$ cat config.mk
export PLATFORM = sky130hd
export DESIGN_NAME = fm_voice_engine
export DESIGN_NICKNAME = d
export VERILOG_FILES = /design/src/rtl/fm_voice_engine.sv
export SDC_FILE = /design/constraint.sdc
export NUM_CORES = 2
export LEC_CHECK = 0
export CORE_UTILIZATION = 58
export CTS_CLUSTER_DIAMETER = 60
export DETAILED_ROUTE_END_ITERATION = 7
export PLACE_DENSITY = 0.75
export SLEW_MARGIN = 10
export SYNTH_ARGS = -nofsm -noshare
export SYNTH_HDL_FRONTEND = slang
export SYNTH_SLANG_ARGS = --single-unit
$ cat constraint.sdc
create_clock -name i_Clock -period 6.5 [get_ports i_Clock]
set_clock_uncertainty 0.1 [all_clocks]
set_input_delay 0.65 -clock i_Clock [delete_from_list [all_inputs] [get_ports i_Clock]]
set_output_delay 0.65 -clock i_Clock [all_outputs]
set_load 0.005 [all_outputs]
$ cat src/rtl/fm_voice_engine.sv
`default_nettype none
// ============================================================================
// Module      : fm_voice_engine
// Description : Time-multiplexed FM synthesis engine. NUM_VOICES x
//               NUM_OPERATORS operator slots share one phase / sine /
//               envelope pipeline. Features per-slot config fetch,
//               inter-operator phase modulation, saturating carrier mix and
//               per-voice note-on phase reset.
// Ports       : i_Clock, i_Reset        clock, synchronous active-high reset
//               o_CfgVoice/o_CfgOperator slot being issued (config address)
//               i_Cfg*                   config for the issued slot
//               i_NoteOn/i_NoteOnVoice   note-on strobe and voice
//               o_OpResult/o_OpValid     per-slot operator output
//               o_Sample/o_SampleValid   saturated frame mix, 1 pulse/frame
// Revision    : 1.0 - initial release
// ============================================================================
module fm_voice_engine #(
    parameter int NUM_VOICES    = 16,
    parameter int NUM_OPERATORS = 6,
    parameter int PHASE_WIDTH   = 16,
    parameter int ENV_WIDTH     = 16,
    parameter int SAMPLE_WIDTH  = 16,
    localparam int c_VW = (NUM_VOICES > 1) ? $clog2(NUM_VOICES) : 1,
    localparam int c_OW = (NUM_OPERATORS > 1) ? $clog2(NUM_OPERATORS) : 1
) (
    input  logic                           i_Clock,
    input  logic                           i_Reset,
    output logic [c_VW-1:0]                o_CfgVoice,
    output logic [c_OW-1:0]                o_CfgOperator,
    input  logic [PHASE_WIDTH-1:0]         i_CfgPhaseStep,
    input  logic [ENV_WIDTH-1:0]           i_CfgEnvelope,
    input  logic                           i_CfgModEnable,
    input  logic                           i_CfgCarrier,
    input  logic                           i_NoteOn,
    input  logic [c_VW-1:0]                i_NoteOnVoice,
    output logic signed [SAMPLE_WIDTH-1:0] o_OpResult,
    output logic                           o_OpValid,
    output logic signed [SAMPLE_WIDTH-1:0] o_Sample,
    output logic                           o_SampleValid
);

    localparam int c_SLOTS = NUM_VOICES * NUM_OPERATORS;
    localparam int c_SW    = $clog2(c_SLOTS);
    localparam int c_ACC_W = SAMPLE_WIDTH + c_SW;
    localparam int c_PRD_W = SAMPLE_WIDTH + ENV_WIDTH + 1;
    localparam logic signed [c_ACC_W-1:0] c_SMAX =
        {{(c_SW + 1){1'b0}}, {(SAMPLE_WIDTH - 1){1'b1}}};
    localparam logic signed [c_ACC_W-1:0] c_SMIN =
        {{(c_SW + 1){1'b1}}, {(SAMPLE_WIDTH - 1){1'b0}}};

    // The modulation buffer is read one cycle after the next operator of a
    // voice issues; a frame row shorter than the pipeline would read stale data.
    generate
        if (NUM_VOICES < 8) begin : g_chk_voices
            $error("fm_voice_engine: NUM_VOICES must be >= 8");
        end
        if (NUM_OPERATORS < 1) begin : g_chk_ops
            $error("fm_voice_engine: NUM_OPERATORS must be >= 1");
        end
        if (PHASE_WIDTH < 13) begin : g_chk_phase
            $error("fm_voice_engine: PHASE_WIDTH must be >= 13");
        end
    endgenerate

    // ------------------------------------------------------------------
    // Slot counter, kept as voice / operator pair (operator-major order)
    // ------------------------------------------------------------------
    logic [c_VW-1:0] r_voice;
    logic [c_OW-1:0] r_op;
    logic [c_SW-1:0] w_slot;
    logic            w_first;
    logic            w_last;

    always_ff @(posedge i_Clock) begin
        if (i_Reset) begin
            r_voice <= '0;
            r_op    <= '0;
        end else if (r_voice == c_VW'(NUM_VOICES - 1)) begin
            r_voice <= '0;
            r_op    <= (r_op == c_OW'(NUM_OPERATORS - 1)) ? '0 : r_op + 1'b1;
        end else begin
            r_voice <= r_voice + 1'b1;
        end
    end

    assign w_slot        = c_SW'(int'(r_op) * NUM_VOICES + int'(r_voice));
    assign w_first       = (r_voice == '0) && (r_op == '0);
    assign w_last        = (r_voice == c_VW'(NUM_VOICES - 1)) &&
                           (r_op == c_OW'(NUM_OPERATORS - 1));
    assign o_CfgVoice    = r_voice;
    assign o_CfgOperator = r_op;

    // ------------------------------------------------------------------
    // Note-on: pending collects strobes; active is latched at frame start.
    // The frame-start cycle itself sees the freshly merged vector so a
    // note-on arriving exactly then already applies to slot 0.
    // ------------------------------------------------------------------
    logic [NUM_VOICES-1:0] r_pending;
    logic [NUM_VOICES-1:0] r_active;
    logic [NUM_VOICES-1:0] w_noteon_mask;
    logic [NUM_VOICES-1:0] w_active_now;

    always_comb begin
        w_noteon_mask = '0;
        if (i_NoteOn) begin
            w_noteon_mask[i_NoteOnVoice] = 1'b1;
        end
    end

    assign w_active_now = w_first ? (r_pending | w_noteon_mask) : r_active;

    always_ff @(posedge i_Clock) begin
        if (i_Reset) begin
            r_pending <= '0;
            r_active  <= '0;
        end else if (w_first) begin
            r_active  <= r_pending | w_noteon_mask;
            r_pending <= '0;
        end else begin
            r_pending <= r_pending | w_noteon_mask;
        end
    end

    // ------------------------------------------------------------------
    // S0: phase accumulator per slot
    // ------------------------------------------------------------------
    logic [PHASE_WIDTH-1:0] r_acc [0:c_SLOTS-1];
    logic [PHASE_WIDTH-1:0] w_p;

    assign w_p = w_active_now[r_voice] ? '0 : r_acc[w_slot];

    always_ff @(posedge i_Clock) begin
        if (i_Reset) begin
            for (int i = 0; i < c_SLOTS; i++) begin
                r_acc[i] <= '0;
            end
        end else begin
            r_acc[w_slot] <= w_p + i_CfgPhaseStep;
        end
    end

    // ------------------------------------------------------------------
    // Sideband pipeline. Index k of each chain holds the slot issued k+1
    // cycles earlier.
    // ------------------------------------------------------------------
    logic [5:0]           r_vld;
    logic [6:0]           r_car_p;
    logic [6:0]           r_last_p;
    logic [c_VW-1:0]      r_voice_p [0:6];
    logic [ENV_WIDTH-1:0] r_env_p   [0:4];

    always_ff @(posedge i_Clock) begin
        if (i_Reset) begin
            r_vld     <= '0;
            o_OpValid <= 1'b0;
        end else begin
            r_vld     <= {r_vld[4:0], 1'b1};
            o_OpValid <= r_vld[5];
        end
    end

    always_ff @(posedge i_Clock) begin
        r_car_p      <= {r_car_p[5:0], i_CfgCarrier};
        r_last_p     <= {r_last_p[5:0], w_last};
        r_voice_p[0] <= r_voice;
        for (int k = 1; k < 7; k++) begin
            r_voice_p[k] <= r_voice_p[k-1];
        end
        r_env_p[0] <= i_CfgEnvelope;
        for (int k = 1; k < 5; k++) begin
            r_env_p[k] <= r_env_p[k-1];
        end
    end

    // ------------------------------------------------------------------
    // S1: add modulation term from previous operator of the same voice
    // ------------------------------------------------------------------
    logic [PHASE_WIDTH-1:0]         r_s1_p;
    logic                           r_s1_mod;
    logic signed [SAMPLE_WIDTH-1:0] r_modbuf [0:NUM_VOICES-1];
    logic signed [SAMPLE_WIDTH-1:0] w_mod_raw;
    logic [PHASE_WIDTH-1:0]         w_mod_term;
    logic [PHASE_WIDTH-1:0]         w_phase1;
    logic [12:0]                    r_phase13;

    assign w_mod_raw = r_modbuf[r_voice_p[0]];

    generate
        if (SAMPLE_WIDTH < PHASE_WIDTH) begin : g_mod_sext
            assign w_mod_term = {{(PHASE_WIDTH - SAMPLE_WIDTH){w_mod_raw[SAMPLE_WIDTH-1]}},
                                 w_mod_raw};
        end else begin : g_mod_top
            assign w_mod_term = PHASE_WIDTH'(w_mod_raw >>> (SAMPLE_WIDTH - PHASE_WIDTH));
        end
    endgenerate

    assign w_phase1 = r_s1_p + (r_s1_mod ? w_mod_term : '0);

    // ------------------------------------------------------------------
    // S2-S4: sine function on the top 13 phase bits. Each half-wave is the
    // parabola 4x(1-x) scaled to 32767, mirrored negative in the second half.
    // ------------------------------------------------------------------
    logic [11:0]        w_half;
    logic [12:0]        w_half_c;
    logic [22:0]        r_sa_prod;
    logic               r_sa_neg;
    logic [14:0]        r_sb_mag;
    logic               r_sb_neg;
    logic signed [15:0] r_sine16;

    assign w_half   = r_phase13[11:0];
    assign w_half_c = 13'd4096 - {1'b0, w_half};

    always_ff @(posedge i_Clock) begin
        r_s1_p    <= w_p;
        r_s1_mod  <= i_CfgModEnable && (r_op != '0);
        r_phase13 <= 13'(w_phase1 >> (PHASE_WIDTH - 13));
        r_sa_prod <= {11'd0, w_half} * {10'd0, w_half_c};
        r_sa_neg  <= r_phase13[12];
        r_sb_mag  <= 15'(({15'd0, r_sa_prod} * 38'd32767) >> 22);
        r_sb_neg  <= r_sa_neg;
        r_sine16  <= r_sb_neg ? -$signed({1'b0, r_sb_mag}) : $signed({1'b0, r_sb_mag});
    end

    logic signed [SAMPLE_WIDTH-1:0] w_sine;

    generate
        if (SAMPLE_WIDTH == 16) begin : g_sine_eq
            assign w_sine = r_sine16;
        end else if (SAMPLE_WIDTH > 16) begin : g_sine_up
            assign w_sine = {r_sine16, {(SAMPLE_WIDTH - 16){1'b0}}};
        end else begin : g_sine_dn
            assign w_sine = SAMPLE_WIDTH'(r_sine16 >>> (16 - SAMPLE_WIDTH));
        end
    endgenerate

    // ------------------------------------------------------------------
    // S5: envelope scaling (signed sine x zero-extended envelope)
    // S6: output register
    // ------------------------------------------------------------------
    logic signed [c_PRD_W-1:0]      w_sine_x;
    logic signed [c_PRD_W-1:0]      w_env_x;
    logic signed [c_PRD_W-1:0]      w_prod;
    logic signed [SAMPLE_WIDTH-1:0] r_res;

    assign w_sine_x = c_PRD_W'(w_sine);
    assign w_env_x  = {{(SAMPLE_WIDTH + 1){1'b0}}, r_env_p[4]};
    assign w_prod   = w_sine_x * w_env_x;

    always_ff @(posedge i_Clock) begin
        r_res <= SAMPLE_WIDTH'(w_prod >>> ENV_WIDTH);
    end

    always_ff @(posedge i_Clock) begin
        if (i_Reset) begin
            o_OpResult <= '0;
        end else begin
            o_OpResult <= r_res;
        end
    end

    // ------------------------------------------------------------------
    // Modulation buffer write-back and carrier mix
    // ------------------------------------------------------------------
    logic signed [c_ACC_W-1:0] r_mix;
    logic signed [c_ACC_W-1:0] w_addend;
    logic signed [c_ACC_W-1:0] w_sum;
    logic signed [c_ACC_W-1:0] w_clamped;

    always_comb begin
        w_addend  = r_car_p[6] ? c_ACC_W'(o_OpResult) : '0;
        w_sum     = r_mix + w_addend;
        w_clamped = w_sum;
        if (w_sum > c_SMAX) begin
            w_clamped = c_SMAX;
        end else if (w_sum < c_SMIN) begin
            w_clamped = c_SMIN;
        end
    end

    always_ff @(posedge i_Clock) begin
        if (i_Reset) begin
            r_mix         <= '0;
            o_Sample      <= '0;
            o_SampleValid <= 1'b0;
            for (int v = 0; v < NUM_VOICES; v++) begin
                r_modbuf[v] <= '0;
            end
        end else begin
            o_SampleValid <= 1'b0;
            if (o_OpValid) begin
                r_modbuf[r_voice_p[6]] <= o_OpResult;
                if (r_last_p[6]) begin
                    o_Sample      <= SAMPLE_WIDTH'(w_clamped);
                    o_SampleValid <= 1'b1;
                    r_mix         <= '0;
                end else begin
                    r_mix <= w_sum;
                end
            end
        end
    end

endmodule
`default_nettype wire

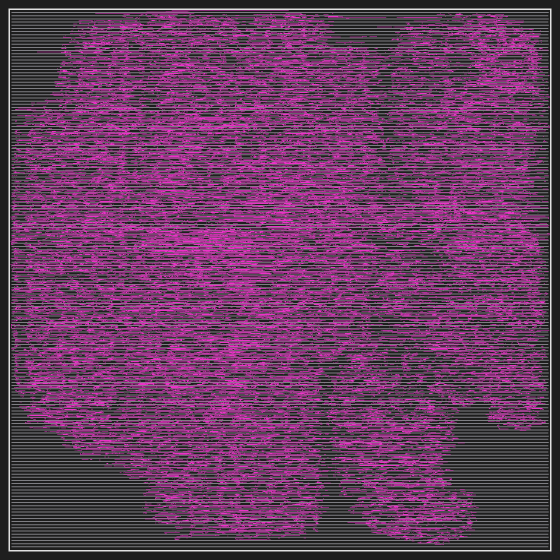
Fig. 1. Met1 routing.
Supply wires on this layer in grey.
The layer carries 137 mm of wire. The longest straight run is 101 um. 10742 nets have wire on it. The wires run mostly horizontal.

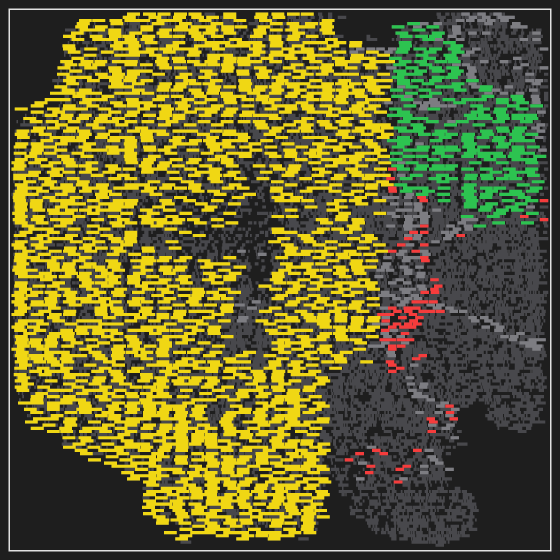
Fig. 2. Sequential cells coloured by netlist name.
Yellow shows `r_acc`, flops 2048. Green shows `r_modbuf`, flops 256, where upper right. Red shows `r_env_p`, flops 80.

==> impl_metrics.ini <==
; physical design summary
[worst_setup_path]
required_ps = 6990
setup.worst_path.start = o_CfgOperator[2]
reg2reg_to = r_acc[98][12]
cp_slowest_cell = nor2_1
critical_path_buf_inv_count = 7
cp_top_family = AND-OR/OR-AND gates

[floorplanning]
fp.dieW_um = 465
taps = 2821
rows = 169
initCoreUtil = 0.585

[synth]
common_cells = edfxtp_1 (2304), nor2_1 (1747), o22ai_1 (712), inv_1 (608), clkbuf_1 (508)
synth.distinct_cells = 82
synth.avg_cell_area_um2 = 12.6
yosys-stat-area_um2 = 124000
synthTopCellsByArea = edfxtp_1 (56%), fa_1 (7.6%), nor2_1 (5.3%)

[cells_and_area]
stdcell_count = 13300
comb_cells = 5911
area_growth_pct = 14.3
logic_area_um2 = 43800
num-nonclk-buffers = 839
mostFrequentLayoutCell = edfxtp_1
fin_nets = 11100
clk_share = 0.0616
largest_cell_class = flip-flops and latches

[routing]
wl_met2_um = 182000
wire_per_inst_um = 31.0
drc = 26
wl_met1_um = 137000

[outcome]
status = finished with violations
violations = design-rule violations, negative setup slack

[final_timing]
relSlewSlack = 0.0441
finalSetupViolations = 217
hold_slack_ps = 68.5
finalCritPeriodShare = 1.02
setup_ws_ps = -146

[clock_tree]
cts_tree = done
cts_hold_buf = 0
cts-resized-gates = 13

[placement]
portBuffers = 81
gp_congestion = 1.03

[global_route]
antenna_found_initial = 37
grt.met1_usage = 0.471
grt_pass1_wl_um = 592000
grt_overflow = 0

[hold_path]
hp-class = in -> reg
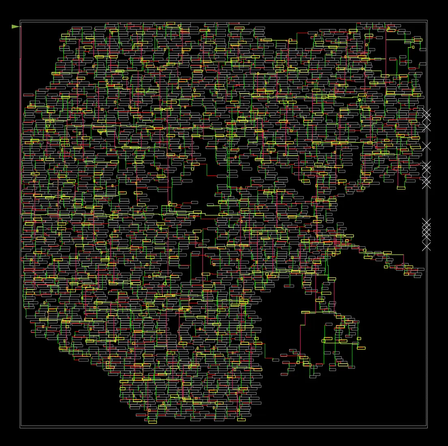
Fig. 3. Clock routing.
clock buffer count from CTS: 287
clk ins delay skew pair: 970 ps
flop count: 2630
# clk buffers: 374

-- flip-flops by register name, indices dropped and copies added, names as in the netlist, 23 cells and up --
name,count
r_mix,23
r_acc,2048
r_modbuf,256
r_voice_p,28
r_sa_prod,23
r_env_p,80
-- kinds of logic after synthesis --
family          count (synthesis)  synth area share
simple gates                 3103             0.114
flops                        2630             0.610
compound gates               1619            0.0858
buf+inv                      1332            0.0419
fa+ha+maj                     790             0.108
mux                           280            0.0329
xor+xnor                      110           0.00788
other cells                     2         0.0000605
-- worst register-to-register path: cells and delay by family, from the launching register on --
family,cells,cell delay (ps)
AOI/OAI and AO/OA,9,1880
and+or+nand+nor,5,1770
buffers and inverters,7,1560
DFF,1,420
adders and majority gates,2,410
xor gates and xnor gates,1,160
